## src/rtl/if_fetch_stage_pkg.sv

```systemverilog
// Shared types and constants for the instruction-fetch stage and its skid buffer.
package if_fetch_stage_pkg;

  typedef enum logic [1:0] {
    BOOT = 2'd0,
    RUN  = 2'd1,
    HOLD = 2'd2
  } fetch_state_t;

  localparam logic [31:0] NOP_INSTR = 32'h0000_0013;
  localparam logic [31:0] PC_INCR   = 32'd4;

  // 32-bit add, so 32'hFFFF_FFFC wraps to 32'h0000_0000.
  function automatic logic [31:0] pc_plus4(input logic [31:0] pc);
    return pc + PC_INCR;
  endfunction

endpackage

```

## src/rtl/if_skid_buf.sv

```systemverilog
// One-entry skid buffer that parks an instruction word while IF/ID is stalled.
module if_skid_buf
  import if_fetch_stage_pkg::*;
(
  input  logic        clk,
  input  logic        reset,
  input  logic        load,
  input  logic        drop,
  input  logic        pop,
  input  logic [31:0] din,
  output logic [31:0] data,
  output logic        full
);

  // NOTE: sequential state is written only with non-blocking (<=) assignments so every
  // flop samples pre-edge values regardless of block evaluation order.
  always_ff @(posedge clk) begin
    if (!reset) begin
      full <= 1'b0;
      // NOTE: the full flag alone marks validity; the data word is reset to a NOP only
      // so it never holds X, not because anything reads it while empty.
      data <= NOP_INSTR;
    end else if (drop) begin
      full <= 1'b0;
    end else if (load) begin
      data <= din;
      full <= 1'b1;
    end else if (pop) begin
      full <= 1'b0;
    end
  end

endmodule

```

## src/rtl/if_fetch_stage.sv

```systemverilog
// Instruction-fetch stage: single outstanding imem request, IF/ID register, redirect kill.
// Optional macro IF_STALL_COUNT_EN adds a saturating 16-bit stall_count output.
module if_fetch_stage
  import if_fetch_stage_pkg::*;
#(
  parameter logic [31:0] RESET_PC = 32'h0000_0000
) (
  input  logic        clk,
  input  logic        reset,
  input  logic        ifid_stall,
  input  logic        redirect_valid,
  input  logic [31:0] redirect_pc,
  output logic        imem_req,
  output logic [31:0] imem_addr,
  input  logic        imem_rvalid,
  input  logic [31:0] imem_rdata,
  output logic [31:0] ifid_instr,
  output logic [31:0] ifid_pc4,
  output logic        ifid_valid
`ifdef IF_STALL_COUNT_EN
  ,
  output logic [15:0] stall_count
`endif
);

  fetch_state_t state, state_next;

  logic [31:0] pc, pc_next, req_addr, ifid_load_instr;
  logic        pending, kill, kill_next, rsp_hit;
  logic        issue_req, ifid_load, ifid_bubble;
  logic        skid_load, skid_drop, skid_pop, skid_full;
  logic [31:0] skid_data;

  // A strobe only counts if it answers the request we still have open.
  assign rsp_hit = imem_rvalid && pending;

  always_ff @(posedge clk) begin
    if (!reset) state <= BOOT;
    else        state <= state_next;
  end

  always_comb begin
    state_next = state;
    case (state)
      BOOT:    state_next = RUN;
      RUN:     if (!redirect_valid && rsp_hit && !kill && ifid_stall) state_next = HOLD;
      HOLD:    if (redirect_valid || (!ifid_stall && skid_full)) state_next = RUN;
      default: state_next = BOOT;
    endcase
  end

  always_comb begin
    // NOTE: every output of this block gets a default first, so no path infers a latch.
    issue_req       = 1'b0;
    req_addr        = pc;
    pc_next         = pc;
    kill_next       = kill;
    ifid_load       = 1'b0;
    ifid_bubble     = 1'b0;
    ifid_load_instr = imem_rdata;
    skid_load       = 1'b0;
    skid_drop       = 1'b0;
    skid_pop        = 1'b0;
    if (state == BOOT) begin
      issue_req = 1'b1;
      req_addr  = RESET_PC;
      pc_next   = RESET_PC;
      kill_next = 1'b0;
    end else if (redirect_valid) begin
      ifid_bubble = 1'b1;
      skid_drop   = 1'b1;
      pc_next     = redirect_pc;
      if (pending && !rsp_hit) begin
        kill_next = 1'b1;
      end else begin
        issue_req = 1'b1;
        req_addr  = redirect_pc;
        kill_next = 1'b0;
      end
    end else if (state == RUN) begin
      if (rsp_hit && kill) begin
        // Stale response from before the redirect: drop it and fetch the target now.
        issue_req = 1'b1;
        kill_next = 1'b0;
      end else if (rsp_hit && !ifid_stall) begin
        ifid_load = 1'b1;
        pc_next   = pc_plus4(pc);
        issue_req = 1'b1;
        req_addr  = pc_plus4(pc);
      end else if (rsp_hit) begin
        skid_load = 1'b1;
      end else if (!ifid_stall) begin
        ifid_bubble = 1'b1;
      end
    end else if (!ifid_stall && skid_full) begin
      ifid_load       = 1'b1;
      ifid_load_instr = skid_data;
      skid_pop        = 1'b1;
      pc_next         = pc_plus4(pc);
      issue_req       = 1'b1;
      req_addr        = pc_plus4(pc);
    end
  end

  always_ff @(posedge clk) begin
    if (!reset) begin
      pc         <= RESET_PC;
      pending    <= 1'b0;
      kill       <= 1'b0;
      imem_req   <= 1'b0;
      imem_addr  <= 32'h0;
      ifid_valid <= 1'b0;
      ifid_instr <= 32'h0;
      ifid_pc4   <= 32'h0;
    end else begin
      pc       <= pc_next;
      kill     <= kill_next;
      imem_req <= issue_req;
      if (issue_req)    pending <= 1'b1;
      else if (rsp_hit) pending <= 1'b0;
      if (issue_req) imem_addr <= req_addr;
      if (ifid_load) begin
        ifid_instr <= ifid_load_instr;
        ifid_pc4   <= pc_plus4(pc);
        ifid_valid <= 1'b1;
      end else if (ifid_bubble) begin
        ifid_valid <= 1'b0;
      end
    end
  end

  if_skid_buf u_skid (
    .clk   (clk),
    .reset (reset),
    .load  (skid_load),
    .drop  (skid_drop),
    .pop   (skid_pop),
    .din   (imem_rdata),
    .data  (skid_data),
    .full  (skid_full)
  );

`ifdef IF_STALL_COUNT_EN
  always_ff @(posedge clk) begin
    if (!reset)                                    stall_count <= 16'h0;
    else if (ifid_stall && stall_count != 16'hFFFF) stall_count <= stall_count + 16'd1;
  end
`endif

endmodule
```

## config.mk

```make
export PLATFORM = sky130hd
export DESIGN_NAME = if_fetch_stage
export DESIGN_NICKNAME = d
export VERILOG_FILES = /design/src/rtl/if_fetch_stage_pkg.sv /design/src/rtl/if_skid_buf.sv /design/src/rtl/if_fetch_stage.sv
export SDC_FILE = /design/constraint.sdc
export NUM_CORES = 1
export LEC_CHECK = 0
export CAP_MARGIN = 20
export CORE_ASPECT_RATIO = 1.2
export CORE_MARGIN = 2
export CORE_UTILIZATION = 46
export CTS_CLUSTER_SIZE = 30
export DETAILED_ROUTE_END_ITERATION = 8
export GPL_ROUTABILITY_DRIVEN = 0
export PLACE_DENSITY = 0.79
export SKIP_LAST_GASP = 1
export SLEW_MARGIN = 20
export SYNTH_ARGS = -nofsm -noshare
export SYNTH_HDL_FRONTEND = slang
export SYNTH_SLANG_ARGS = --single-unit
```

## constraint.sdc

```tcl
create_clock -name clk -period 2.1 [get_ports clk]
set_input_delay 0.42 -clock clk [delete_from_list [all_inputs] [get_ports clk]]
set_output_delay 0.42 -clock clk [all_outputs]
set_load 0.1 [all_outputs]
```

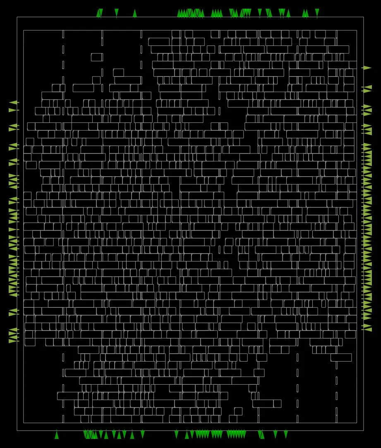
Run 1: cell outlines without signal wires
core box area: 16300 µm²
flop share of the area: 31.9%
n_taps: 212
flop count: 167
number of fill cells: 1388

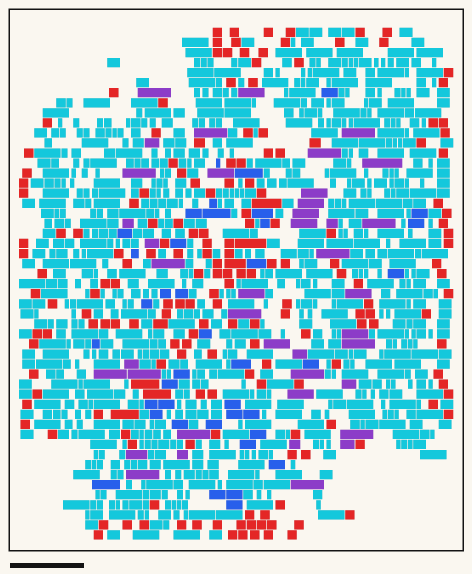
Run 1: cell sizes after repair
Scale bar: 20 µm.
cyan -> x1 and smaller  # cells 838, share 76%
purple -> x6 and larger  # cells 40, share 3.6%
blue -> x2  # cells 39, share 3.5%
red -> x3 and x4  # cells 188, share 17%

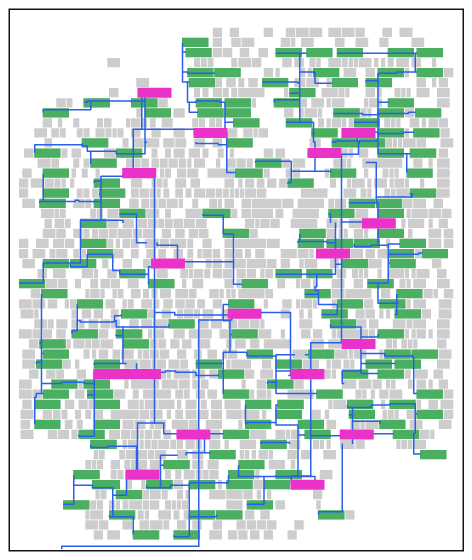
Run 1: routed clock nets over the placement
magenta -> clock-net drivers  # count 17
green -> flip-flops  # count 167
blue -> clock wires  # length 1970 µm
routed clock nets = 18
flops lie = widely spread

==> Slide: Implementation Results, run 1 <==
Implementation Results

Critical path
  – Crit. End Element: flop
  – Crit path max-delay family: simple AND/OR/NAND/NOR gates
  – Crit Path Class: reg2reg
  – Critical Path Start Type: flop
  – Max incr delay on CP: 0.56 ns
  – Slowest stage cell, crit path: or4_1

Job
  – Max-cap violations: 0
  – Tool warnings: 27

Timing
  – Hold WS: 0.455 ns
  – Max-slew violations: 0
  – Setup Viol. Count Final: 0
  – RSZ-0062 raised after global routing: true
  – Max Freq: 497 MHz
  – Crit path time final: 2.01 ns
  – Setup Skew: 0.00716 ns
  – Slew margin rel.: 69.3%
  – Fin. Hold Viols: 0

Drt
  – Drt pass-1 iters: 6
  – Starting DRC count in detailed routing: 695
  – WL met1: 9810 µm
  – # DRC: 0
  – Post-Route WL: 22000 µm

Cells and area
  – MI comb cells: 644
  – Layout non-clock buf frac: 21.3%
  – Area-dominant class: combinational gates
  – # diodes: 0
  – Nonclk buf count: 257

Clocking
  – Setup repair bufs after CTS: 0
  – CTS H-tree lvls: 4
  – Latency at later pin: 0.43 ns
  – # hold bufs at CTS: 0
  – CTS tree: built

Placement
  – Port bufs: 166
  – Detailed placement HPWL: 15700 µm

Logic synthesis
  – Main flop type: dfxtp_1
  – Post-synthesis async set-or-reset flop share: 0%
  – Most numerous cell in the Yosys netlist: dfxtp_1
  – Chip area in the Yosys report: 7750 µm²
  – Avg Cell Area, Syn: 8.70 µm²
  – Commonest cells post-synth: dfxtp_1 (167), nand2_1 (103), nor2_1 (96)
  – EDFF count, synth: 0
  – Mux share of post-synthesis cell area: 5.06%
  – Xor+xnor area frac: 4.97%
  – Top cells by area: dfxtp_1 (43%), nand2_1 (5.0%), a21oi_1 (4.9%), mux2i_1 (4.9%), nor2_1 (4.7%)
  – Largest combinational cell category by area: AND-OR/OR-AND gates
  – Adder-cell area share of the yosys netlist: 0.162%
  – Yosys cell count: 890
  – Net Count, Synth: 960
  – Distinct lib cells: 68

Die
  – Total die area: 17900 µm²
  – Die Y: 146 µm
  – Top-Level Pins: 167
  – Num rows: 51
  – Starting Density: 47.4%

Global route
  – Grt met3 use: 3.91%
  – Total GRT Usage: 24.3%
  – Initial antenna violation count: 0
  – GR Util met1: 33.0%
  – Most used routing layer: met2
  – Vias in the first global route: 6839

Power
  – Sequential power: 0.00331 W
  – Power share of the combinational group: 13.0%
  – Peak VDD IR: 0.568 mV
  – Reg power frac: 44.4%
  – Max power group: sequential cells
  – Combinational power: 0.000965 W
  – Pwr dens: 709 nW/µm²
  – Clock power share: 42.6%
  – Net Switching: 0.00215 W

Outcome
  – Status: finished clean
==> run 1: stage by stage <==
step                worst slack (ns)  cells  utilization [%]  area, µm²
CTS                           0.0586   1315             64.0      10500
global placement              -0.376   1283             60.3       9860
global route                 -0.0170   1317             64.3      10500
floorplan                      0.166    890                -       7750
detailed placement            -0.409   1283             60.3       9860
finish                        0.0863   1317             64.3      10500
==> run 1: logic make-up after synthesis <==
kind of cell / Yosys count
AND-OR/OR-AND: 245
adder cells (fa/ha/maj): 1
AND/OR/NAND/NOR: 315
multiplexers: 39
buffers and inverters: 79
flip-flops: 167
XOR/XNOR: 44
==> run 1: cells in the final DEF, fill, tap and decap left out, drive strengths merged, types with 3 or more instances in the layout <==
master / n
and2: 9
clkbuf: 17
nand2b: 7
mux2i: 38
o221ai: 3
nand4: 22
o31ai: 3
xnor2: 21
dfxtp: 167
nand3: 23
and4: 7
a21oi: 76
a22o: 4
and3: 9
clkinv: 3
xor2: 23
inv: 15
clkdlybuf4s50: 67
a22oi: 12
nor4: 10
nor2b: 4
o211ai: 3
a311oi: 3
a21o: 6
nand2: 103
o21a: 5
o21ai: 48
nor2: 96
a211oi: 59
buf: 189
o22ai: 5
nor3: 16
==> run 1: worst paths after layout <==
| path | start | to | slack (ns) | cells past startpoint |
|---|---|---|---|---|
| setup / recovery | state[1]$_SDFFE_PN0P_ | imem_addr[30]$_SDFFE_PN0P_ | 0.09 | 5 |
| hold / removal | u_skid.data[13]$_SDFFE_PN0P_ | u_skid.data[13]$_SDFFE_PN0P_ | 0.46 | 2 |
| setup reg to reg | state[1]$_SDFFE_PN0P_ | imem_addr[30]$_SDFFE_PN0P_ | 0.09 | 5 |
| hold reg to reg | u_skid.data[13]$_SDFFE_PN0P_ | u_skid.data[13]$_SDFFE_PN0P_ | 0.46 | 2 |
Run 1, routed metal per tile:
Scale bar: 20 µm. 24 x 29 tiles, from dark purple (low) to yellow (high), scaled to the fullest tile. Values are wire area over tile area, all layers added.
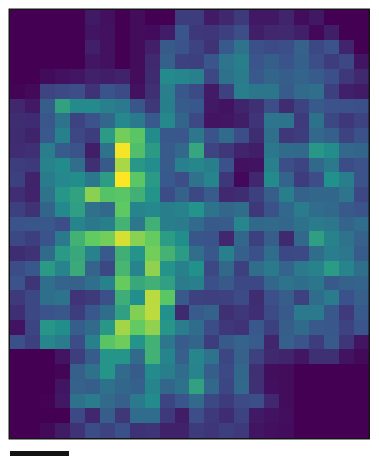

==> run 2, diff against run 1 <==
--- a/config.mk
+++ b/config.mk
@@ -13,6 +13,7 @@
 export DETAILED_ROUTE_END_ITERATION = 8
 export GPL_ROUTABILITY_DRIVEN = 0
 export PLACE_DENSITY = 0.79
+export REMOVE_ABC_BUFFERS = 1
 export SKIP_LAST_GASP = 1
 export SLEW_MARGIN = 20
 export SYNTH_ARGS = -nofsm -noshare
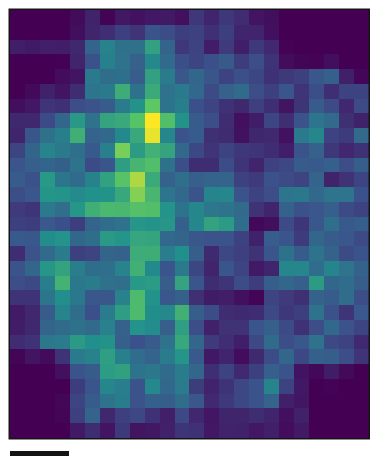
Run 2: routed metal per tile
Scale bar: 20 µm. 24 x 29 tiles, from dark purple (low) to yellow (high), scaled to the fullest tile. Values are wire area over tile area, all layers added.
fullest tile = 0.77
tiles over half the peak = 11%
nearly empty tiles = 11%
mean over tiles = 0.20

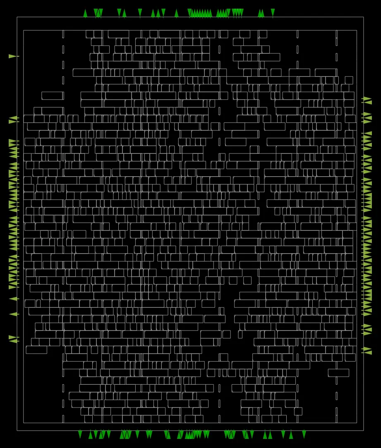
Run 2: cell outlines without signal wires
flop share of the area: 32.2%
num rows: 51
final std cells w/o fill: 1311
number of fill cells: 1428

==> run 2 against run 1 <==
Effect of this change: power down 3.9%; setup slack lost 0.054 ns; clock power shrank 9.4%; sequential share of layout area grew 0.30 points; area after synthesis unchanged; non-clock buffer count shrank 4; global-route usage is 0.15 points lower; fmax fell by 2.6%; critical endpoint unchanged; worst hold slack got worse by 0.0025 ns; design area shrank 0.98%; first-iteration DRC count down 3.0%.
==> Slide: Implementation Results, run 2 <==
Implementation Results

Critical path
  – CP Capture Point: imem_addr[30]$_SDFFE_PN0P_
  – Crit. End Element: flop
  – Worst setup startpoint: pc[13]$_SDFF_PP0_
  – Worst r2r path cells: 6
  – Critical Path Start Type: flop
  – Max FO, Critical Path: 8
  – R2R setup slack: 0.03 ns
  – Critical R2R Launch: pc[13]$_SDFF_PP0_
  – Worst r2r dst: imem_addr[30]$_SDFFE_PN0P_
  – Crit Path Class: reg2reg

Power
  – Peak VDD IR: 0.477 mV
  – Net Switching: 0.00192 W
  – Power share of the combinational group: 13.5%
  – Reg power frac: 46.3%
  – Max power group: sequential cells
  – Clock power share: 40.2%
  – Pwr dens: 688 nW/µm²
  – Sequential power: 0.00331 W
  – Combinational power: 0.000967 W

Timing
  – Max Freq: 484 MHz
  – Setup Skew: 0.00963 ns
  – Fin. Hold Viols: 0
  – Hold WS: 0.453 ns
  – Setup Viol. Count Final: 0
  – RSZ-0062 raised after global routing: true
  – Crit path time final: 2.07 ns
  – Final worst slack: 0.0325 ns
  – Slew margin rel.: 70.4%
  – Max-slew violations: 0

Logic synthesis
  – Yosys cell count: 890
  – Synth Seq Share: 43.2%
  – Avg Cell Area, Syn: 8.70 µm²
  – EDFF count, synth: 0
  – Post-synthesis async set-or-reset flop share: 0%
  – Most numerous cell in the Yosys netlist: dfxtp_1
  – Commonest cells post-synth: dfxtp_1 (167), nand2_1 (103), nor2_1 (96)
  – Top cells by area: dfxtp_1 (43%), nand2_1 (5.0%), a21oi_1 (4.9%), mux2i_1 (4.9%), nor2_1 (4.7%)
  – Chip area in the Yosys report: 7750 µm²
  – Main flop type: dfxtp_1
  – Distinct lib cells: 68

Drt
  – Drt pass-1 iters: 5
  – Routed WL per cell: 16.8 µm
  – Post-Route WL: 22000 µm
  – # DRC: 0
  – Starting DRC count in detailed routing: 674

Clocking
  – CTS tree: built
  – Latency at later pin: 0.42 ns
  – # hold bufs at CTS: 0
  – CTS H-tree lvls: 4
  – Setup repair bufs after CTS: 0
  – Cts bufs inserted: 17
  – Clock Tree Root: clkbuf_16

Job
  – Tool warnings: 26
  – Max-cap violations: 0

Placement
  – Placed cell area: 9860 µm²
  – Pre-CTS setup slack: -0.312 ns
  – Detailed placement HPWL: 15700 µm
  – Port bufs: 166
  – Dpl cells: 1281

Cells and area
  – P&R area growth vs syn: 34.3%
  – Most frequent cells in the layout: buf_4 (173), dfxtp_1 (165), nand2_1 (103)
  – Cell area after layout: 10400 µm²
  – Core Util, Final: 63.7%
  – Commonest Layout Cell: buf_4
  – Nets: 1158
  – # diodes: 0

Die
  – Die Y: 146 µm
  – Total die area: 17900 µm²
  – Top-Level Pins: 167
  – Core box area: 16300 µm²
  – Starting Density: 47.4%

Global route
  – Vias in the first global route: 6971
  – Initial antenna violation count: 0
  – Total GRT Usage: 24.2%

Min path
  – Hold Path Stages: 2

Outcome
  – Status: finished clean
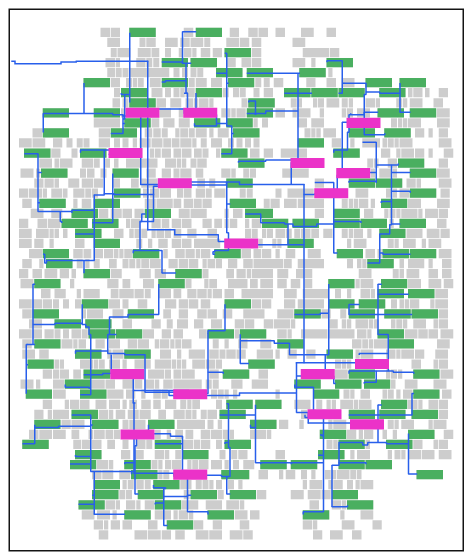
Run 2: routed clock nets over the placement
magenta -> clock-net drivers  # count 17
blue -> clock wires  # length 2000 µm
green -> flip-flops  # count 167
flops lie = widely spread

## run 2: how the worst min path moves through the flow
stage | end | start | slack (ns)
finish | u_skid.data[13]$_SDFFE_PN0P_ | u_skid.data[13]$_SDFFE_PN0P_ | 0.45
global route | u_skid.data[3]$_SDFFE_PN0P_ | u_skid.data[3]$_SDFFE_PN0P_ | 0.47
global placement | imem_addr[8]$_SDFFE_PN0P_ | imem_addr[8]$_SDFFE_PN0P_ | 0.44
floorplan | u_skid.data[10]$_SDFFE_PN0P_ | u_skid.data[10]$_SDFFE_PN0P_ | 0.44
detailed placement | u_skid.data[13]$_SDFFE_PN0P_ | u_skid.data[13]$_SDFFE_PN0P_ | 0.45
CTS | u_skid.data[13]$_SDFFE_PN0P_ | u_skid.data[13]$_SDFFE_PN0P_ | 0.46
## run 2: metal layers
layer | vias up | wire length [µm] | global-route usage, %
met1 | 3443 | 9540 | 30.8
met4 | 0 | 567 | 8.79
met5 | - | 0 | 0
met3 | 47 | 1290 | 4.96
li1 | 3586 | - | -
met2 | 283 | 10600 | 40.2
## run 2: critical path, cell delays in order, from the launching register on
cell	delay, ns
dfxtp_1	0.45
nand4_4	0.23
nor3_2	0.31
buf_4	0.17
nand4_2	0.12
or4_1	0.47
a31oi_1	0.23
## run 2: final cells by class
class,count,share of cell area (%)
timing repair buffer,253,21.3
tap,212,2.55
inverter,5,0.192
clock buffer,22,4.37
clock inverter,8,0.746
multi-input combinational,644,38.7
sequential,167,32.2
## run 2: logic make-up after synthesis
logic type	synth area share [%]
fa+ha+maj	0.161
mux	5.06
compound gates	21.2
buf+inv	5.25
flops	43.2
xor+xnor	4.97
simple gates	20.2
No activity file was given, so power comes from the tool's default toggle rates.
